File: src/rtl/uart_tx_arb.sv
// Round-robin arbiter sharing one UART transmitter between NUM_REQ byte streams.
// A winner keeps the transmitter until its last byte or an idle timeout; one registered tx byte slot.
module uart_tx_arb #(
    parameter int NUM_REQ      = 4,
    parameter int IDLE_TIMEOUT = 1024
) (
    input  logic                       clk,
    input  logic                       reset_,
    input  logic [NUM_REQ-1:0]         req_valid,
    input  logic [8*NUM_REQ-1:0]       req_data,
    input  logic [NUM_REQ-1:0]         req_last,
    output logic [NUM_REQ-1:0]         req_ready,
    output logic                       tx_req,
    input  logic                       tx_ready,
    output logic [7:0]                 tx_data,
    output logic                       grant_valid,
    output logic [$clog2(NUM_REQ)-1:0] grant_id,
    output logic                       timeout_err
);

    localparam int          ID_W       = $clog2(NUM_REQ);
    localparam int unsigned NUM_U      = NUM_REQ;
    localparam int          CNT_W      = (IDLE_TIMEOUT > 0) ? $clog2(IDLE_TIMEOUT + 1) : 1;
    localparam bit          TIMEOUT_EN = (IDLE_TIMEOUT > 0);
    localparam logic [CNT_W-1:0] CNT_LAST = (IDLE_TIMEOUT > 0) ? CNT_W'(IDLE_TIMEOUT - 1) : '0;
    localparam logic [CNT_W-1:0] CNT_MAX  = CNT_W'(IDLE_TIMEOUT);

    typedef enum logic {
        IDLE,
        OWN
    } state_t;

    state_t            state_reg, state_next;
    logic [ID_W-1:0]   grant_id_reg, grant_id_next;
    logic [ID_W-1:0]   rr_ptr_reg, rr_ptr_next;
    logic [CNT_W-1:0]  idle_cnt_reg, idle_cnt_next;
    logic              tx_req_reg, tx_req_next;
    logic [7:0]        tx_data_reg, tx_data_next;
    logic              timeout_err_reg, timeout_err_next;

    logic [ID_W-1:0]   rot_idx [NUM_REQ];
    logic [ID_W-1:0]   sel_id;
    logic              slot_free;
    logic              accept;

    function automatic logic [ID_W-1:0] wrap_add(input logic [ID_W-1:0] base,
                                                 input int unsigned   off);
        int unsigned sum;
        sum = 32'(base) + off;
        if (sum >= NUM_U) begin
            sum = sum - NUM_U;
        end
        return ID_W'(sum);
    endfunction

    // rot_idx[k] is the requester examined k-th when searching from rr_ptr.
    generate
        for (genvar gi = 0; gi < NUM_REQ; gi++) begin : g_rot
            assign rot_idx[gi] = wrap_add(rr_ptr_reg, 32'(gi));
        end
    endgenerate

    // Descending scan so the closest valid requester after rr_ptr wins.
    always_comb begin
        sel_id = rr_ptr_reg;
        for (int k = NUM_REQ - 1; k >= 0; k--) begin
            if (req_valid[rot_idx[k]]) begin
                sel_id = rot_idx[k];
            end
        end
    end

    assign slot_free = !tx_req_reg || tx_ready;

    always_comb begin
        state_next       = state_reg;
        grant_id_next    = grant_id_reg;
        rr_ptr_next      = rr_ptr_reg;
        idle_cnt_next    = idle_cnt_reg;
        tx_req_next      = tx_req_reg;
        tx_data_next     = tx_data_reg;
        timeout_err_next = 1'b0;
        req_ready        = '0;
        accept           = 1'b0;

        // The transmit slot drains regardless of who owns the arbiter.
        if (tx_req_reg && tx_ready) begin
            tx_req_next = 1'b0;
        end

        case (state_reg)
            IDLE: begin
                if (|req_valid) begin
                    state_next    = OWN;
                    grant_id_next = sel_id;
                    idle_cnt_next = '0;
                end
            end
            OWN: begin
                req_ready[grant_id_reg] = slot_free;
                accept = req_valid[grant_id_reg] && slot_free;
                if (accept) begin
                    tx_req_next   = 1'b1;
                    tx_data_next  = req_data[grant_id_reg*8 +: 8];
                    idle_cnt_next = '0;
                    if (req_last[grant_id_reg]) begin
                        state_next  = IDLE;
                        rr_ptr_next = wrap_add(grant_id_reg, 1);
                    end
                end else if (TIMEOUT_EN && !req_valid[grant_id_reg]) begin
                    // Only a missing byte counts as idle; stalled-but-valid cycles do not.
                    if (idle_cnt_reg != CNT_MAX) begin
                        idle_cnt_next = idle_cnt_reg + 1'b1;
                    end
                    if (idle_cnt_reg == CNT_LAST) begin
                        state_next       = IDLE;
                        rr_ptr_next      = wrap_add(grant_id_reg, 1);
                        timeout_err_next = 1'b1;
                    end
                end
            end
            default: begin
                state_next = IDLE;
            end
        endcase
    end

    always_ff @(posedge clk or negedge reset_) begin
        if (!reset_) begin
            state_reg       <= IDLE;
            grant_id_reg    <= '0;
            rr_ptr_reg      <= '0;
            idle_cnt_reg    <= '0;
            tx_req_reg      <= 1'b0;
            tx_data_reg     <= '0;
            timeout_err_reg <= 1'b0;
        end else begin
            state_reg       <= state_next;
            grant_id_reg    <= grant_id_next;
            rr_ptr_reg      <= rr_ptr_next;
            idle_cnt_reg    <= idle_cnt_next;
            tx_req_reg      <= tx_req_next;
            tx_data_reg     <= tx_data_next;
            timeout_err_reg <= timeout_err_next;
        end
    end

    assign grant_valid = (state_reg == OWN);
    assign grant_id    = grant_id_reg;
    assign tx_req      = tx_req_reg;
    assign tx_data     = tx_data_reg;
    assign timeout_err = timeout_err_reg;

endmodule

File: config.mk
export PLATFORM = sky130hd
export DESIGN_NAME = uart_tx_arb
export DESIGN_NICKNAME = d
export VERILOG_FILES = /design/src/rtl/uart_tx_arb.sv
export SDC_FILE = /design/constraint.sdc
export NUM_CORES = 1
export LEC_CHECK = 0
export CORE_UTILIZATION = 45
export DETAILED_ROUTE_END_ITERATION = 8
export PLACE_DENSITY = 0.84
export SLEW_MARGIN = 20
export SYNTH_ARGS = -nofsm -noshare
export SYNTH_HDL_FRONTEND = slang
export SYNTH_SLANG_ARGS = --single-unit
File: constraint.sdc
create_clock -name clk -period 2.29 [get_ports clk]
set_input_delay 0.229 -clock clk [delete_from_list [all_inputs] [get_ports clk]]
set_output_delay 0.229 -clock clk [all_outputs]
set_load 0.02 [all_outputs]
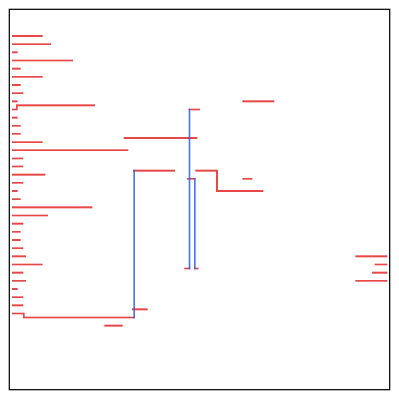
Figure 1: metal layers overlaid.
(6 px per um) Two of the layers only.
layer	colour	wire length
met4	blue	66.0 um
met3	red	206 um
drt wl/cell: 14.58 um
total number of vias: 1,516
WL final: 3922 um

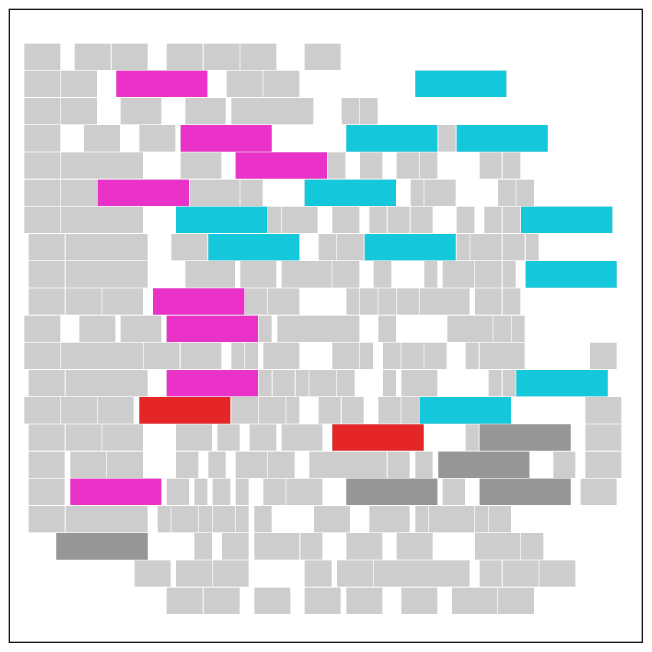
Figure 2: sequential cells grouped by signal name.
(10 px per um)
netlist name	colour	sequential cells
grant_id	red	2
tx_data	magenta	8
idle_cnt_reg	cyan	11
Flop area: 650.6 um^2
P_seq: 794 uW
Core Util, Final: 69.55%

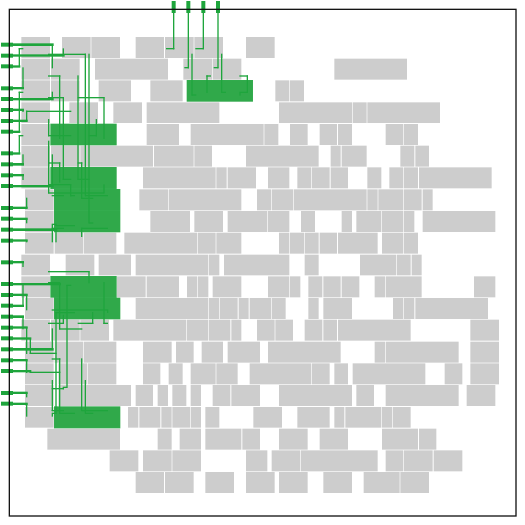
Figure 3: port wiring.
(8 px per um)
port	colour	direction	end cells	buffers	wire
req_data	green	input	8	32	403 um
Top Ports: 60
I/O Buffers: 59

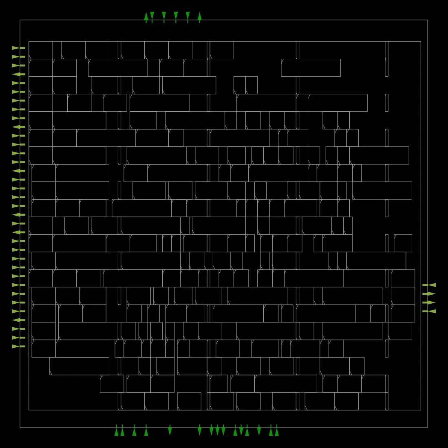
Figure 4: placement view.
flop share of the area: 26.97%
Tap Count: 46

## routing by layer
layer / vias up / share of wire (%) / global-route usage (%)
met1: 741 / 43 / 28.25
met4: 0 / 1.7 / 7.267
li1: 714 / - / -
met2: 55 / 50 / 37.37
met5: - / 0 / 0
met3: 6 / 5.3 / 4.529
## layout make-up
| type | instances | area [um^2] |
|---|---|---|
| multi-input cells | 119 | 972.2 |
| well taps | 46 | 57.56 |
| repair buffers | 67 | 650.6 |
| inverters | 7 | 26.28 |
| flip-flops and latches | 26 | 650.6 |
| clock buffers | 4 | 55.05 |
| fillers | 274 | 1056 |
## cell families (layout without fill, tap and decap cells)
family | count (synthesis) | in the layout | share of synthesized area, %
compound gates | 29 | 29 | 10.93
buf+inv | 13 | 78 | 3.569
simple gates | 58 | 58 | 18.59
flops | 26 | 26 | 38.66
mux | 26 | 26 | 23.79
fa+ha+maj | 6 | 6 | 4.461
## critical path, delay by kind of cell, from the launching register on
kind	cells	cell delay (ns)
adders and majority gates	1	0.15
and+or+nand+nor	1	0.13
DFF	1	0.46
buffers and inverters	3	0.93
## worst paths after layout
path,from,endpoint,depth (start not counted)
worst max-delay path,grant_id[0],req_ready[0],5
worst min-delay path,reset_,idle_cnt_reg[1],2
worst max register to register,grant_id[0],idle_cnt_reg[6],5
worst min register to register,tx_data[2],tx_data[2],1
max in group asynchronous,reset_,rr_ptr_reg[0],2
min in group clk,tx_data[2],tx_data[2],1
## power by group
group	total, uW	internal (uW)	leakage, uW	switching, uW
combinational	1640	850	0.000642	787
clock	299	154	0.0000288	145
sequential	794	613	0.000326	181
==> results_slide.txt <==
Physical Implementation Snapshot

STA
  – Fin Clk Skew: 0.009175 ns
  – Highest Clock Rate: 0.4598 GHz
  – Worst relative slew slack: 73.69%
  – Final TNS setup: 0 ns
  – WHS: 0.3149 ns
  – Worst slew pin tran: 0.3911 ns
  – Cycle use final: 94.97%
  – Final Hold Viols: 0
  – Final setup fails: 0
  – RSZ-0062 raised after global routing: false
  – Fin. max-slew vios: 0
  – Final worst path period need: 2.175 ns
  – Final WS setup: 0.1152 ns

CTS
  – Late-Pin Clk Latency: 0.27 ns
  – CTS Sinks: 26
  – Clk root buf: clkbuf_8
  – CTS max path bufs: 2
  – CTS tree: built
  – Post-CTS Hold Buffers: 0
  – Clock-pin slew on the worst setup and hold paths: 0.09 ns
  – Post-CTS Resized: 0
  – Setup Fix Bufs, Post-CTS: 0
  – Total CTS buffers: 3

Floorplanning
  – Die height: 63.16 um
  – Starting Density: 48.52%
  – Die X: 63.16 um
  – Row count: 21
  – Core footprint: 0.003468 mm^2

Synthesis
  – Mapped Avg Cell Area: 10.65 um^2
  – Registers, synthesis: 26
  – Cell type with the largest total area: dfrtp_1
  – Synth Cell Area: 0.001683 mm^2
  – Yosys warns: 0
  – Post-synth ARST share: 100.0%
  – Netlist cell types: 35
  – Number of cells in Yosys stat: 158
  – Flip-flops with a built-in enable: 0
  – Post-synth area hogs: dfrtp_1 (39%), mux4_2 (12%), mux2_2 (6.0%), ha_1 (4.5%), mux2i_1 (4.2%)
  – Max-area cell share: 38.66%
  – Commonest flop: dfrtp_1
  – Synth Seq Share: 38.66%
  – Mapped Nets: 207

Setup path
  – Worst EP arrival: 1.95 ns
  – CP Class: flip-flop to output pin
  – Critical path's slowest cell: clkdlybuf4s50_1
  – Worst EP required: 2.06 ns
  – CP Launch Type: flip-flop
  – Largest stage delay on the critical path: 0.62 ns
  – Reg2Reg Setup Slack: 0.26 ns
  – Worst Path Max Fanout: 5
  – CP Capture Type: output pin
  – Worst path cell trace: buf_4 -> inv_1 -> ha_1 -> and3_1 -> clkdlybuf4s50_1

Run status
  – Status: complete, no violations

Global routing
  – Global route overflow: 0
  – Pin count of the biggest net entering global routing: 27
  – First-pass GRT wire length: 6906 um
  – Initial antenna violation count: 0
  – GRT Overall Usage: 22.18%
  – Vias in the first global route: 1,521

Pwr
  – Pwr/cell area: 1132 mW/mm^2
  – Maximum VDD drop: 0.5618 mV
  – Leakage power: 0.0009972 uW

Finish
  – Share of cells above drive strength 1: 14.35%
  – Post-Layout Cell Count: 269
  – Most instantiated logic cell after routing: clkdlybuf4s50_1
  – Max reg flops: 11
  – Post-layout instance area: 0.002412 mm^2
  – Area delta synth->final: 43.35%
  – Top Layout Cells: clkdlybuf4s50_1 (59), dfrtp_1 (26), nand2_1 (13)
  – Nets@finish: 273
  – # diodes: 0

Route
  – DRT iter0 DRCs: 111
  – Post-route ant nets: 0
  – Drt pass-1 iters: 4
  – Residual DRC: 0

Placed design
  – Pre-CTS setup slack: 0.01270 ns
  – Final RePlAce weighted congestion: 0.8331
  – Cell Area, Placed: 0.002357 mm^2
  – Placed cells: 265
  – Hpwl dp: 3077 um

Flow run
  – MaxCap Viol Count: 0
  – Log Warnings: 30

Hold path
  – Worst min-delay path category: primary input to asynchronous set/reset pin
Power and IR drop assume default switching activity.
